Figure 1. Wires at chosen ports, followed through buffers (run 1).
Scale: 4 px per µm.
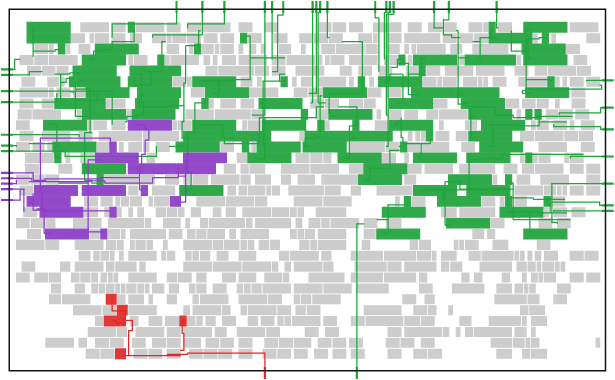
Figure 2. Cells coloured by class (run 1).
Scale: 2 px per µm.
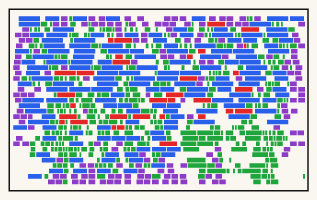
Figure 3. Clock wires, drivers and flops (run 1).
Scale: 4 px per µm.
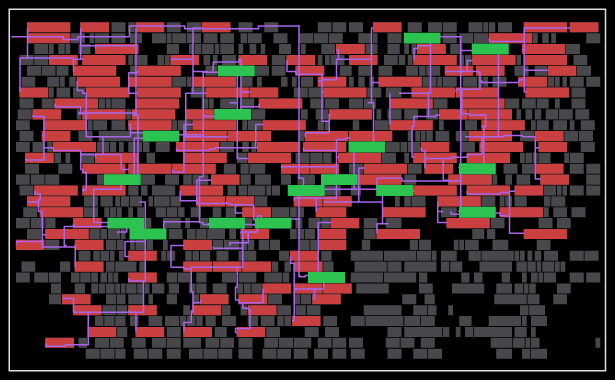
Figure 4. Met3 routing (run 1).
Scale: 3 px per µm. Cells faint in the background.
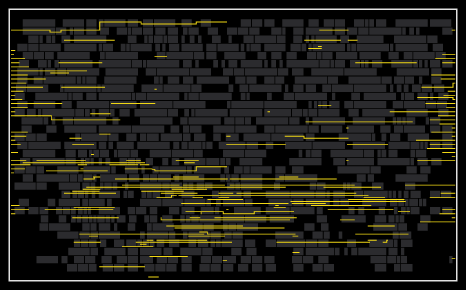
<file path="src/rtl/wb_arbiter_pkg.sv">
// rtl/wb_arbiter_pkg.sv - shared register-file widths, constants and the buffered LSU entry type
package wb_arbiter_pkg;

  localparam int RegAddrBus = 5;
  localparam int RegBus     = 32;
  localparam int RegNum     = 32;
  localparam int EntryW     = RegAddrBus + RegBus;

  localparam logic [RegAddrBus-1:0] ZeroReg = '0;

  localparam logic WriteEnable  = 1'b1;
  localparam logic WriteDisable = 1'b0;
  localparam logic RstEnable    = 1'b0;

  typedef struct packed {
    logic [RegAddrBus-1:0] waddr;
    logic [RegBus-1:0]     wdata;
  } wb_entry_t;

endpackage

</file>
<file path="src/rtl/wb_fifo.sv">
// rtl/wb_fifo.sv - LSU result FIFO; an empty FIFO forwards a same-cycle push straight to its head
module wb_fifo #(
  parameter int DEPTH = 2,
  parameter int WIDTH = 37,
  parameter int CNT_W = $clog2(DEPTH + 1)
) (
  input  logic             clk,
  input  logic             rst_n,
  input  logic             push_i,
  input  logic [WIDTH-1:0] wdata_i,
  input  logic             pop_i,
  output logic [WIDTH-1:0] rdata_o,
  output logic             full_o,
  output logic             empty_o,
  output logic [CNT_W-1:0] count_o
);

  localparam int PTR_W = (DEPTH > 1) ? $clog2(DEPTH) : 1;
  localparam logic [PTR_W-1:0] LAST_PTR = PTR_W'(DEPTH - 1);

  logic [WIDTH-1:0] mem_q [DEPTH];
  logic [PTR_W-1:0] wptr_q, wptr_d, rptr_q, rptr_d;
  logic [CNT_W-1:0] count_q, count_d;
  logic             do_write, do_read;

  assign empty_o = (count_q == '0);
  assign full_o  = (count_q == CNT_W'(DEPTH));
  assign count_o = count_q;
  assign rdata_o = empty_o ? wdata_i : mem_q[rptr_q];

  // A push popped in the same cycle on an empty FIFO never touches storage.
  assign do_write = push_i && !(empty_o && pop_i);
  assign do_read  = pop_i && !empty_o;

  always_comb begin
    wptr_d  = wptr_q;
    rptr_d  = rptr_q;
    count_d = count_q;
    if (do_write) wptr_d = (wptr_q == LAST_PTR) ? '0 : wptr_q + 1'b1;
    if (do_read)  rptr_d = (rptr_q == LAST_PTR) ? '0 : rptr_q + 1'b1;
    case ({do_write, do_read})
      2'b10:   count_d = count_q + 1'b1;
      2'b01:   count_d = count_q - 1'b1;
      default: count_d = count_q;
    endcase
  end

  always_ff @(posedge clk) begin
    if (!rst_n) begin
      wptr_q  <= '0;
      rptr_q  <= '0;
      count_q <= '0;
    end else begin
      wptr_q  <= wptr_d;
      rptr_q  <= rptr_d;
      count_q <= count_d;
    end
  end

  always_ff @(posedge clk) begin
    if (do_write) mem_q[wptr_q] <= wdata_i;
  end

endmodule

</file>
<file path="src/rtl/wb_arbiter.sv">
// rtl/wb_arbiter.sv - merges ALU and buffered LSU results onto the register-file write port
// and tracks destinations of in-flight loads for decode hazards.
module wb_arbiter
  import wb_arbiter_pkg::*;
#(
  parameter int LSU_DEPTH = 2
) (
  input  logic        clk,
  input  logic        rst_n,
  input  logic        alu_we_i,
  input  logic [4:0]  alu_waddr_i,
  input  logic [31:0] alu_wdata_i,
  input  logic        lsu_issue_i,
  input  logic [4:0]  lsu_issue_rd_i,
  input  logic        lsu_valid_i,
  output logic        lsu_ready_o,
  input  logic [4:0]  lsu_waddr_i,
  input  logic [31:0] lsu_wdata_i,
  input  logic [4:0]  id_raddr1_i,
  input  logic [4:0]  id_raddr2_i,
  input  logic [4:0]  id_rd_i,
  output logic        hazard_o,
  output logic        we_o,
  output logic [4:0]  waddr_o,
  output logic [31:0] wdata_o,
  output logic [31:0] busy_o
);

  localparam int CNT_W = $clog2(LSU_DEPTH + 1);

  wb_entry_t         push_entry, head_entry;
  logic [EntryW-1:0] head_bits;
  logic              fifo_full, fifo_empty;
  logic [CNT_W-1:0]  fifo_count;
  logic              lsu_push, head_valid, alu_win, pop;

  logic              we_q, we_d;
  logic [4:0]        waddr_q, waddr_d;
  logic [31:0]       wdata_q, wdata_d;
  logic [RegNum-1:0] busy_q, busy_d;

  assign push_entry = '{waddr: lsu_waddr_i, wdata: lsu_wdata_i};
  assign head_entry = wb_entry_t'(head_bits);

  assign lsu_ready_o = rst_n && !fifo_full;
  assign lsu_push    = lsu_valid_i && lsu_ready_o;
  assign head_valid  = !fifo_empty || lsu_push;
  assign alu_win     = alu_we_i && (alu_waddr_i != ZeroReg);
  assign pop         = !alu_win && head_valid;

  wb_fifo #(
    .DEPTH (LSU_DEPTH),
    .WIDTH (EntryW)
  ) u_fifo (
    .clk     (clk),
    .rst_n   (rst_n),
    .push_i  (lsu_push),
    .wdata_i (push_entry),
    .pop_i   (pop),
    .rdata_o (head_bits),
    .full_o  (fifo_full),
    .empty_o (fifo_empty),
    .count_o (fifo_count)
  );

  always_comb begin
    we_d    = WriteDisable;
    waddr_d = ZeroReg;
    wdata_d = '0;
    busy_d  = busy_q;
    if (alu_win) begin
      we_d    = WriteEnable;
      waddr_d = alu_waddr_i;
      wdata_d = alu_wdata_i;
    end else if (pop) begin
      // An LSU entry for x0 is still consumed so the buffer keeps draining.
      busy_d[head_entry.waddr] = 1'b0;
      if (head_entry.waddr != ZeroReg) begin
        we_d    = WriteEnable;
        waddr_d = head_entry.waddr;
        wdata_d = head_entry.wdata;
      end
    end
    // Applied after the clear so a new load to the same register stays pending.
    if (lsu_issue_i && (lsu_issue_rd_i != ZeroReg)) busy_d[lsu_issue_rd_i] = 1'b1;
    busy_d[0] = 1'b0;
  end

  always_ff @(posedge clk) begin
    if (rst_n == RstEnable) begin
      we_q    <= WriteDisable;
      waddr_q <= ZeroReg;
      wdata_q <= '0;
      busy_q  <= '0;
    end else begin
      we_q    <= we_d;
      waddr_q <= waddr_d;
      wdata_q <= wdata_d;
      busy_q  <= busy_d;
    end
  end

  assign hazard_o = busy_q[id_raddr1_i] | busy_q[id_raddr2_i] | busy_q[id_rd_i]
                  | (fifo_count == CNT_W'(LSU_DEPTH));

  assign we_o    = we_q;
  assign waddr_o = waddr_q;
  assign wdata_o = wdata_q;
  assign busy_o  = busy_q;

endmodule

</file>
<file path="config.mk">
export PLATFORM = sky130hd
export DESIGN_NAME = wb_arbiter
export DESIGN_NICKNAME = d
export VERILOG_FILES = /design/src/rtl/wb_arbiter_pkg.sv /design/src/rtl/wb_fifo.sv /design/src/rtl/wb_arbiter.sv
export SDC_FILE = /design/constraint.sdc
export NUM_CORES = 1
export LEC_CHECK = 0
export CORE_ASPECT_RATIO = 0.6
export CORE_UTILIZATION = 53
export CTS_CLUSTER_SIZE = 28
export DETAILED_ROUTE_END_ITERATION = 10
export PLACE_DENSITY = 0.83
export SYNTH_ARGS = -nofsm -noshare
export SYNTH_HDL_FRONTEND = slang
export SYNTH_SLANG_ARGS = --single-unit
export TNS_END_PERCENT = 100
</file>
<file path="constraint.sdc">
create_clock -name clk -period 6.82 [get_ports clk]
set_input_delay 1.364 -clock clk [delete_from_list [all_inputs] [get_ports clk]]
set_output_delay 1.364 -clock clk [all_outputs]
set_load 0.05 [all_outputs]
</file>
==> out/results.ini, run 1 <==
[status]
status = finished clean

[route]
wl_per_cell_um = 20.5
wl_met1_mm = 8.19
wl_met2_mm = 8.44
drt_iter0_markers = 581
wl_met3_mm = 1.96
avgViaCountPerCell = 5.96
highest_layer = met4
ant_nets = 0

[final_layout]
fin_util = 0.741
antenna_cells = 0
num-nets-final = 841
lay_top_cells = 169 x clkdlybuf4s50_1, 74 x edfxtp_1, 73 x dfxtp_1, 51 x nand2_1, 43 x nor2_1
top_register = u_fifo.mem_q
fill_cells = 815
drive_gt1_frac = 0.145
lay_top_count = clkdlybuf4s50_1
largest_register_ffs = 74
syn_to_final_growth_pct = 33.7

[final_timing]
grt_setup_unrepaired = no
period_needed_ns = 5.91
slew_violations = 0
slew_headroom = 0.243
setup_tns_ns = 0
setup_viol_count_final = 0
period_used_share = 0.866
fmax_mhz = 169
clock-skew-final_ns = 0.0104
final_hold_viol_count = 0
worstMarginPinSlew_ns = 1.13

[pwr]
power_leader = sequential cells
comb-power_mw = 0.907
p_leak_nw = 3.12
ir_drop_mv = 0.247
switchingPower_mw = 1.03
p_int_mw = 1.85
p_per_area_nw_per_um2 = 316
power_frac_seq = 0.365
p_comb_frac = 0.314

[logic_synthesis]
top_area_frac = 0.325
enable_flop_cells = 74
yosys_area_um2 = 6840
yosys_warnings = 0
ys_sh_xor = 0.00384
ys_sh_adder = 0.00183
top_cells_by_area = edfxtp_1 32%, dfxtp_1 22%, mux2i_1 6.1%
numSynthFlops = 148
synth-async-reset-ratio = 0
mux_share = 0.131
synth-compound-area-share = 0.168
syn_inst = 589
yosys_cells = 589
yosys.area.top_type = edfxtp_1
syn_area_um2 = 6840
ys_seq_share = 0.541
fp_nets = 689
top_cells_by_count = 74 x dfxtp_1, 74 x edfxtp_1, 51 x nand2_1

[grt]
globalRouteMet2Util = 0.434
gr-max-usage-layer = met2
grt_pass1_wl_mm = 29.5
grt_use_met1 = 0.416
overflow = 0
grt_max_degree = 66
grtUsageMet3 = 0.0853
antenna_found_initial = 0

[clock_tree]
cts_tree = built
holdBufCountCts = 0
clock-sinks = 148
ctsResizeCount = 0
cts_htree_levels = 4
cts.reportedPaths.clkPinSlew_ns = 0.06
cts_inserted_buffers = 17
post-cts-setup-buffers = 0

[setup_path]
cpMaxStageDelayCell = clkdlybuf4s50_1
cp_num_buf_inv = 3
cp_slowest_stage_delay_ns = 0.86
cp_num_cells = 8
endpoint = hazard_o
reg2reg_setup_slack_ns = 3.58
criticalPathCategory = primary input to output port
r2r_cells = 7
cp_max_fo = 12
path_cells = clkdlybuf4s50_1, mux4_2, inv_1, a2111oi_0, or4_1, nor3_1, nand3_1, clkdlybuf4s50_1
cp.required_ns = 5.46
cp-end-kind = output port
cp_common_cell = clkdlybuf4s50_1
crit_start = id_raddr2_i[0]
r2r_end = wdata_o[25]
crit_arrival_ns = 4.54
crit_family = buffers and inverters
start_kind = primary input

[die]
die_h_um = 90.0
chipArea_um2 = 13400
fp_util = 0.555
die_w_um = 149

[min_path]
hp-start = busy_o[14]
hold_class = register to register
hold_path_end = busy_o[14]
worstHoldPathCells = 2

[placement]
place_congestion = 0.887
hpwlAfterDp_mm = 13.0

[job]
maxCapViolations = 0

Notes on Figure 1 above:
[green] lsu_wdata_i | direction: input | end cells: 96 | buffers: 32 | wire: 1450 µm
[red] alu_we_i | direction: input | end cells: 6 | buffers: 1 | wire: 78.1 µm
[purple] lsu_waddr_i | direction: input | end cells: 15 | buffers: 5 | wire: 243 µm
Port Buf Inserts: 169
io pins: 171

Notes on Figure 2 above:
[blue] registers | cells: 148 | share of their area: 41%
[red] clock drivers and dummy loads | cells: 32 | share of their area: 6.6%
[purple] remaining buffers and delay cells | cells: 173 | share of their area: 19%
[green] remaining logic cells | cells: 401 | share of their area: 33%
post-route design area: 9140 µm²
Core Rows: 31
core area: 12300 µm²
flop share of the area: 0.405

Notes on Figure 3 above:
[purple] clock wires | length: 1690 µm
[green] clock-net drivers | count: 17
[red] flip-flops | count: 148
flops lie: all over the die
routed clock nets: 18
Clk pwr share: 0.321
Clock Latency Late Sink: 0.42 ns
Clock net power: 0.927 mW

Notes on Figure 4 above:
longest straight run: 66.2 µm
nets with wire on the layer: 134
final wirelength: 18.8 mm
via total after detailed routing: 5476

-- run 1: final cells by class --
class | count | area (µm²) | share of cell area
inverters | 8 | 30.0 | 0.00328
multi-input cells | 393 | 2890 | 0.317
clock inverters | 14 | 158 | 0.0172
flip-flops and latches | 148 | 3700 | 0.405
clock buffers | 18 | 429 | 0.0469
well taps | 165 | 206 | 0.0226
repair buffers | 173 | 1720 | 0.188
-- run 1: metrics by stage --
stage          hold WS (ns)  cells  power (mW)  area, µm²  setup slack (ns)
2_1_floorplan         0.550    589        1.72       6840              2.26
3_3_place_gp          0.547    887        1.94       8560             0.982
3_5_place_dp          0.556    887        1.96       8560             0.939
4_1_cts               0.569    919        2.89       9140             0.929
5_1_grt               0.590    919        3.01       9140             0.709
6_report              0.572    919        2.89       9140             0.914
==> run 2: changes to the inputs <==
- CORE_UTILIZATION: 53 -> 50
- PLACE_DENSITY: 0.83 -> 0.79
- clock period: 6.82 -> 5.5 ns (I/O delays scaled with it)
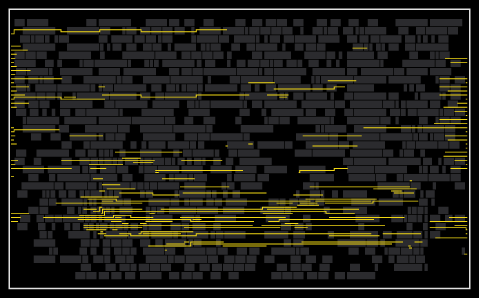
Figure 5: run 2, met3 routing.
Scale: 3 px per µm. Cells faint in the background.
share of all routed wire: 10%
longest straight run: 73.8 µm
nets with wire on the layer: 123
main direction: horizontal
final wirelength: 19.1 mm
GR Util met3: 0.0969
via total after detailed routing: 5389

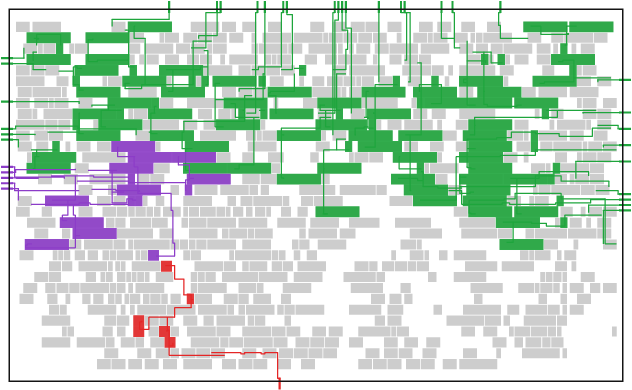
Figure 6: run 2, wires at chosen ports, followed through buffers.
Scale: 4 px per µm.
[green] lsu_wdata_i | direction: input | end cells: 96 | buffers: 32 | wire: 1490 µm
[red] alu_we_i | direction: input | end cells: 6 | buffers: 1 | wire: 88.8 µm
[purple] lsu_waddr_i | direction: input | end cells: 15 | buffers: 5 | wire: 282 µm

==> run 2 against run 1 <==
Effect of this change: utilization decreased by 4.3 points; synthesized cell count is the same; sequential cell count is the same; register-to-register slack worse by 1.1 ns; setup slack got worse by 0.21 ns; non-clock buffer count stayed put; total power is 23% higher; global-route usage is 1.0 points lower; final area about the same; synthesized area unchanged.
==> out/results.ini, run 2 <==
[status]
status = finished clean  ; unchanged

[logic_synthesis]
synthFlopType = edfxtp_1  ; unchanged
yosys_area_um2 = 6840  ; unchanged
ys_sh_adder = 0.00183  ; unchanged
synthTopLogicFamily = AND-OR/OR-AND gates  ; unchanged
syn_inst = 589  ; unchanged
yosys.area.top_type = edfxtp_1  ; unchanged
synth_cell_type_count = 60  ; unchanged
ys_sh_xor = 0.00384  ; unchanged
top_cells_by_count = 74 x dfxtp_1, 74 x edfxtp_1, 51 x nand2_1  ; unchanged
enable_flop_cells = 74  ; unchanged
top_area_frac = 0.325  ; unchanged
mux_share = 0.131  ; unchanged
synth-async-reset-ratio = 0  ; unchanged
fp_nets = 689  ; unchanged
synth-simple-area-share = 0.114  ; unchanged
numSynthFlops = 148  ; unchanged
synth-compound-area-share = 0.168  ; unchanged
ys_seq_share = 0.541  ; unchanged
syn_area_um2 = 6840  ; unchanged
top_cells_by_area = edfxtp_1 32%, dfxtp_1 22%, mux2i_1 6.1%  ; unchanged
yosys_cells = 589  ; unchanged
yosys_warnings = 0  ; unchanged
avgSynthCellArea_um2 = 11.6  ; unchanged

[final_layout]
finalNonFillerCells = 924  ; was 919
num-nets-final = 841  ; unchanged
drive_gt1_frac = 0.146  ; was 0.145
fin_util = 0.699  ; was 0.741
lay_top_count = clkdlybuf4s50_1  ; unchanged
largest_register_ffs = 74  ; unchanged
fin_area_um2 = 9150  ; was 9140 µm²
antenna_cells = 0  ; unchanged
top_register = u_fifo.mem_q  ; unchanged
fill_cells = 936  ; was 815
lay_top_cells = 168 x clkdlybuf4s50_1, 74 x edfxtp_1, 73 x dfxtp_1, 51 x nand2_1, 43 x nor2_1  ; was 169 x clkdlybuf4s50_1, 74 x edfxtp_1, 73 x dfxtp_1, 51 x nand2_1, 43 x nor2_1
syn_to_final_growth_pct = 33.7  ; about the same

[grt]
globalRouteMet2Util = 0.407  ; was 0.434
grt_pass1_vias = 5352  ; was 5319
globalRouteTotalUtil = 0.282  ; was 0.292
antenna_found_initial = 0  ; unchanged
grt_use_met1 = 0.407  ; was 0.416
grt_max_degree = 65  ; was 66
gr-max-usage-layer = met1  ; was met2
grt_pass1_wl_mm = 29.8  ; was 29.5 mm
overflow = 0  ; unchanged

[route]
wl_per_cell_um = 20.7  ; was 20.5 µm
drt_iter0_markers = 559  ; was 581
avgViaCountPerCell = 5.83  ; was 5.96
route.detailed.drc = 0  ; unchanged
wl_met2_mm = 8.35  ; was 8.44 mm
ant_nets = 0  ; unchanged
wl_met1_mm = 8.62  ; was 8.19 mm
dr.pass1.iters = 5  ; unchanged
wl_met3_mm = 1.98  ; was 1.96 mm
highest_layer = met4  ; unchanged

[die]
core_area_um2 = 13100  ; was 12300 µm²
die_w_um = 153  ; was 149 µm
chipArea_um2 = 14200  ; was 13400 µm²
fp_util = 0.523  ; was 0.555
num_rows = 32  ; was 31
io_pins = 171  ; unchanged
die_h_um = 92.6  ; was 90.0 µm

[setup_path]
endpoint = hazard_o  ; unchanged
crit_family = buffers and inverters  ; unchanged
criticalPathCategory = primary input to output port  ; unchanged
start_kind = primary input  ; unchanged
r2r_end = wdata_o[25]  ; unchanged
reg2reg_setup_slack_ns = 2.45  ; was 3.58 ns
cp-end-kind = output port  ; unchanged
cp_num_cells = 8  ; unchanged
r2r_cells = 7  ; unchanged
path_cells = clkdlybuf4s50_1, mux2_2, a221oi_1, a2111oi_0, or4_1, nor3_1, nand3_1, buf_4  ; was clkdlybuf4s50_1, mux4_2, inv_1, a2111oi_0, or4_1, nor3_1, nand3_1, clkdlybuf4s50_1
cp_slowest_stage_delay_ns = 0.73  ; was 0.86 ns
cp_max_fo = 11  ; was 12
cp_num_buf_inv = 2  ; was 3
cpMaxStageDelayCell = clkdlybuf4s50_1  ; unchanged
crit_start = id_raddr2_i[2]  ; was id_raddr2_i[0]
crit_arrival_ns = 3.69  ; was 4.54 ns
cp.required_ns = 4.40  ; was 5.46 ns

[final_timing]
slew_headroom = 0.164  ; was 0.243
setup_tns_ns = 0  ; unchanged
fmax_mhz = 209
period_needed_ns = 4.79
worstMarginPinSlew_ns = 1.25  ; was 1.13 ns
period_used_share = 0.872
setup_ws_ns = 0.706  ; was 0.914 ns
final_hold_viol_count = 0  ; unchanged
holdWs_ns = 0.604  ; was 0.572 ns
setup_viol_count_final = 0  ; unchanged
slew_violations = 0  ; unchanged
grt_setup_unrepaired = no  ; unchanged

[clock_tree]
cts_inserted_buffers = 17  ; unchanged
ctsResizeCount = 0  ; unchanged
clock-sinks = 148  ; unchanged
cts.reportedPaths.clkPinSlew_ns = 0.07  ; was 0.06 ns
post-cts-setup-buffers = 0  ; unchanged
cts-root-buf = clkbuf_16  ; unchanged
holdBufCountCts = 0  ; unchanged
cts_tree = built  ; unchanged
clock_path_buffers = 2  ; unchanged
cts_htree_levels = 4  ; unchanged

[placement]
hpwlAfterDp_mm = 13.6  ; was 13.0 mm
place_ws_ns = 0.759  ; was 0.939 ns
place_congestion = 0.904  ; was 0.887
placed_cells = 892  ; was 887
dpl_cell_area_um2 = 8560  ; about the same
port_buffers = 169  ; unchanged

[min_path]
worstHoldPathCells = 2  ; unchanged
hold_path_end = busy_o[26]  ; was busy_o[14]
hold_class = register to register  ; unchanged
hp-start = busy_o[26]  ; was busy_o[14]

[pwr]
p_leak_nw = 3.13  ; was 3.12 nW
ir_drop_mv = 0.261  ; was 0.247 mV
power_mw = 3.56  ; was 2.89 mW
p_per_area_nw_per_um2 = 389  ; was 316 nW/µm²

[job]
tool_warnings = 26  ; unchanged
maxCapViolations = 0  ; unchanged

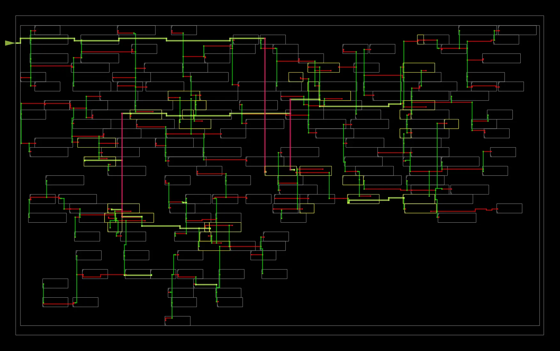
Figure 7: run 2, clock wiring as the flow saved it.
Clock Latency Late Sink: 0.41 ns
Clock net power: 1.14 mW
final clock skew: 0.0126 ns
clock buf count: 17
flop count: 148

==> run 2: cell counts after synthesis <==
Identical to the previous run, type by type.
==> run 2: tightest hold or removal path: cells and delay by family, from the launching register on <==
kind / cells / cell delay (ns)
DFF: 1 / 0.39
AOI/OAI and AO/OA: 2 / 0.16
==> run 2: cell type report <==
type	count	area [µm²]	area share
clock inverter	15	161	0.0176
sequential	148	3700	0.405
clock buffer	17	425	0.0465
multi-input combinational	393	2890	0.316
inverter	8	30.0	0.00328
tap	170	213	0.0233
timing repair buffer	173	1720	0.188
==> run 2: power breakdown <==
group	switching [mW]	total, mW	internal [mW]
clock network	0.498	1.14	0.646
registers	0.0492	1.31	1.26
logic	0.713	1.11	0.392
total	1.26	3.56	2.30
==> run 3: changes to the inputs <==
- SETUP_SLACK_MARGIN: unset -> 0.3
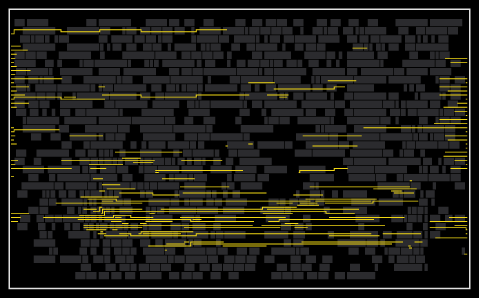
Figure 8: run 3, met3 routing.
Scale: 3 px per µm. Cells faint in the background.
wire length on this layer: 1980 µm
nets with wire on the layer: 123
share of all routed wire: 10%

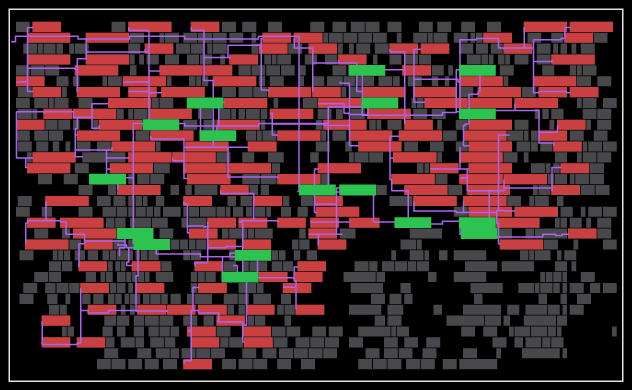
Figure 9: run 3, clock wires, drivers and flops.
Scale: 4 px per µm.
[red] flip-flops | count: 148
[green] clock-net drivers | count: 17
[purple] clock wires | length: 1630 µm
routed clock nets: 18
flops lie: all over the die

==> run 3 against run 2 <==
Effect of this change: synthesized cell count stayed put; die size stayed put; clock power hardly changed; via count unchanged; count of clock-buffer cells in the layout is the same; register-to-register slack is essentially flat; critical endpoint unchanged; global-route usage unchanged.
==> out/results.ini, run 3 <==
[clock_tree]
clock-sinks = 148  ; unchanged
cts_tree = built  ; unchanged
cts_inserted_buffers = 17  ; unchanged
cts_htree_levels = 4  ; unchanged
cts.reportedPaths.clkPinSlew_ns = 0.07  ; about the same
worstSkewPairLatency_ns = 0.41  ; about the same
post-cts-setup-buffers = 0  ; unchanged
ctsResizeCount = 0  ; unchanged
holdBufCountCts = 0  ; unchanged
clock_path_buffers = 2  ; unchanged

[final_timing]
fmax_mhz = 209  ; unchanged
holdWs_ns = 0.604  ; unchanged
clock-skew-final_ns = 0.0126  ; unchanged
slew_headroom = 0.164  ; unchanged
period_needed_ns = 4.79  ; unchanged
grt_setup_unrepaired = no  ; unchanged
setup_viol_count_final = 0  ; unchanged
worstMarginPinSlew_ns = 1.25  ; unchanged
setup_ws_ns = 0.706  ; unchanged

[logic_synthesis]
yosys_area_um2 = 6840  ; unchanged
ys_seq_share = 0.541  ; unchanged
avgSynthCellArea_um2 = 11.6  ; unchanged
yosys.area.top_type = edfxtp_1  ; unchanged
top_area_frac = 0.325  ; unchanged
yosys_cells = 589  ; unchanged
top_cells_by_area = edfxtp_1 32%, dfxtp_1 22%, mux2i_1 6.1%  ; unchanged
syn_area_um2 = 6840  ; unchanged
enable_flop_cells = 74  ; unchanged
syn_inst = 589  ; unchanged
synth-async-reset-ratio = 0  ; unchanged
fp_nets = 689  ; unchanged
synthFlopType = edfxtp_1  ; unchanged

[pwr]
pg_clk_mw = 1.14  ; about the same
p_leak_nw = 3.13  ; unchanged
p_int_mw = 2.30  ; unchanged
power_frac_seq = 0.368  ; about the same
comb-power_mw = 1.11  ; about the same
swShare = 0.354  ; unchanged
switchingPower_mw = 1.26  ; unchanged
seq_cell_power_mw = 1.31  ; about the same
p_per_area_nw_per_um2 = 389  ; unchanged
p_comb_frac = 0.311  ; about the same
power_leader = sequential cells  ; unchanged
ir_drop_mv = 0.261  ; unchanged

[setup_path]
start_kind = primary input  ; unchanged
cpMaxStageDelayCell = clkdlybuf4s50_1  ; unchanged
path_cells = clkdlybuf4s50_1, mux2_2, a221oi_1, a2111oi_0, or4_1, nor3_1, nand3_1, buf_4  ; unchanged
crit_arrival_ns = 3.69  ; about the same
r2r_cells = 7  ; unchanged
r2r_end = wdata_o[25]  ; unchanged
crit_start = id_raddr2_i[2]  ; unchanged
reg2reg_setup_slack_ns = 2.45  ; about the same
criticalPathCategory = primary input to output port  ; unchanged
endpoint = hazard_o  ; unchanged
cp-end-kind = output port  ; unchanged
cp_slowest_stage_delay_ns = 0.73  ; about the same

[min_path]
worstHoldPathCells = 2  ; unchanged
hold_path_end = busy_o[26]  ; unchanged
hp-start = busy_o[26]  ; unchanged
hold_class = register to register  ; unchanged

[grt]
grt_pass1_vias = 5352  ; unchanged
globalRouteTotalUtil = 0.282  ; unchanged
antenna_found_initial = 0  ; unchanged
grt_pass1_wl_mm = 29.8  ; unchanged
overflow = 0  ; unchanged

[die]
taps = 170  ; unchanged
fp_util = 0.523  ; unchanged
core_area_um2 = 13100  ; unchanged
die_w_um = 153  ; unchanged
io_pins = 171  ; unchanged
num_rows = 32  ; unchanged

[status]
status = finished clean  ; unchanged

[final_layout]
comb_area_um2 = 2890  ; unchanged
drive_gt1_frac = 0.146  ; unchanged
top_register = u_fifo.mem_q  ; unchanged
fin_util = 0.699  ; unchanged
antenna_cells = 0  ; unchanged
seq_area_um2 = 3700  ; unchanged
lay_top_cells = 168 x clkdlybuf4s50_1, 74 x edfxtp_1, 73 x dfxtp_1, 51 x nand2_1, 43 x nor2_1  ; unchanged
clkCellAreaFrac = 0.0641  ; unchanged
n_all_inverters = 8  ; unchanged
num-nets-final = 841  ; unchanged
syn_to_final_growth_pct = 33.7  ; unchanged
lay_top_count = clkdlybuf4s50_1  ; unchanged
clockBufferCount = 17  ; unchanged
comb_area_frac = 0.316  ; unchanged
finalNonFillerCells = 924  ; unchanged
logic_gate_count = 393  ; unchanged
largest_register_ffs = 74  ; unchanged
flops = 148  ; unchanged
bufAreaShareNonClock = 0.188  ; unchanged
nNonClkBuffers = 173  ; unchanged
fill_cells = 936  ; unchanged
largestClassByArea = sequential cells  ; unchanged

[route]
drt_iter0_markers = 559  ; unchanged
ant_nets = 0  ; unchanged
drt_wl_total_mm = 19.1  ; unchanged
avgViaCountPerCell = 5.83  ; unchanged
wl_per_cell_um = 20.7  ; unchanged
vias = 5389  ; unchanged

[placement]
placed_cells = 892  ; unchanged
place_ws_ns = 0.759  ; unchanged
dpl_cell_area_um2 = 8560  ; unchanged
hpwlAfterDp_mm = 13.6  ; unchanged
place_congestion = 0.904  ; unchanged
port_buffers = 169  ; unchanged

[job]
maxCapViolations = 0  ; unchanged
tool_warnings = 26  ; unchanged

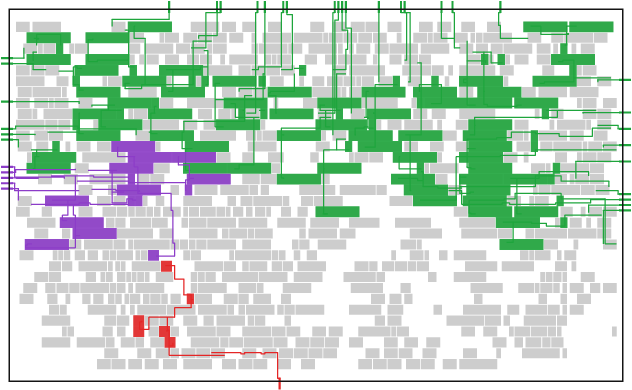
Figure 10: run 3, wires at chosen ports, followed through buffers.
Scale: 4 px per µm.
[green] lsu_wdata_i | direction: input | end cells: 96 | buffers: 32 | wire: 1490 µm
[purple] lsu_waddr_i | direction: input | end cells: 15 | buffers: 5 | wire: 282 µm
[red] alu_we_i | direction: input | end cells: 6 | buffers: 1 | wire: 88.8 µm

-- run 3: kinds of logic (layout without fill, tap and decap cells) --
logic type,after synthesis,in the layout,synth area share
other cells,1,1,0.000548
compound gates,162,162,0.168
xor+xnor,3,3,0.00384
buf+inv,48,213,0.0390
flops,148,148,0.541
mux,67,67,0.131
fa+ha+maj,1,1,0.00183
simple gates,159,159,0.114
-- run 3: per-layer routing --
layer	vias up	track usage	routed length, µm
li1	2513	-	-
met4	0	0.0640	171
met5	-	0	0
met2	254	0.407	8350
met3	19	0.0969	1980
met1	2603	0.407	8620
-- run 3: worst max-delay path, delay by kind of cell --
family	cells	cell delay (ns)
compound gates	2	0.44
buf+inv	2	0.93
mux	1	0.38
simple gates	3	0.83
No activity file was given, so power comes from the tool's default toggle rates.
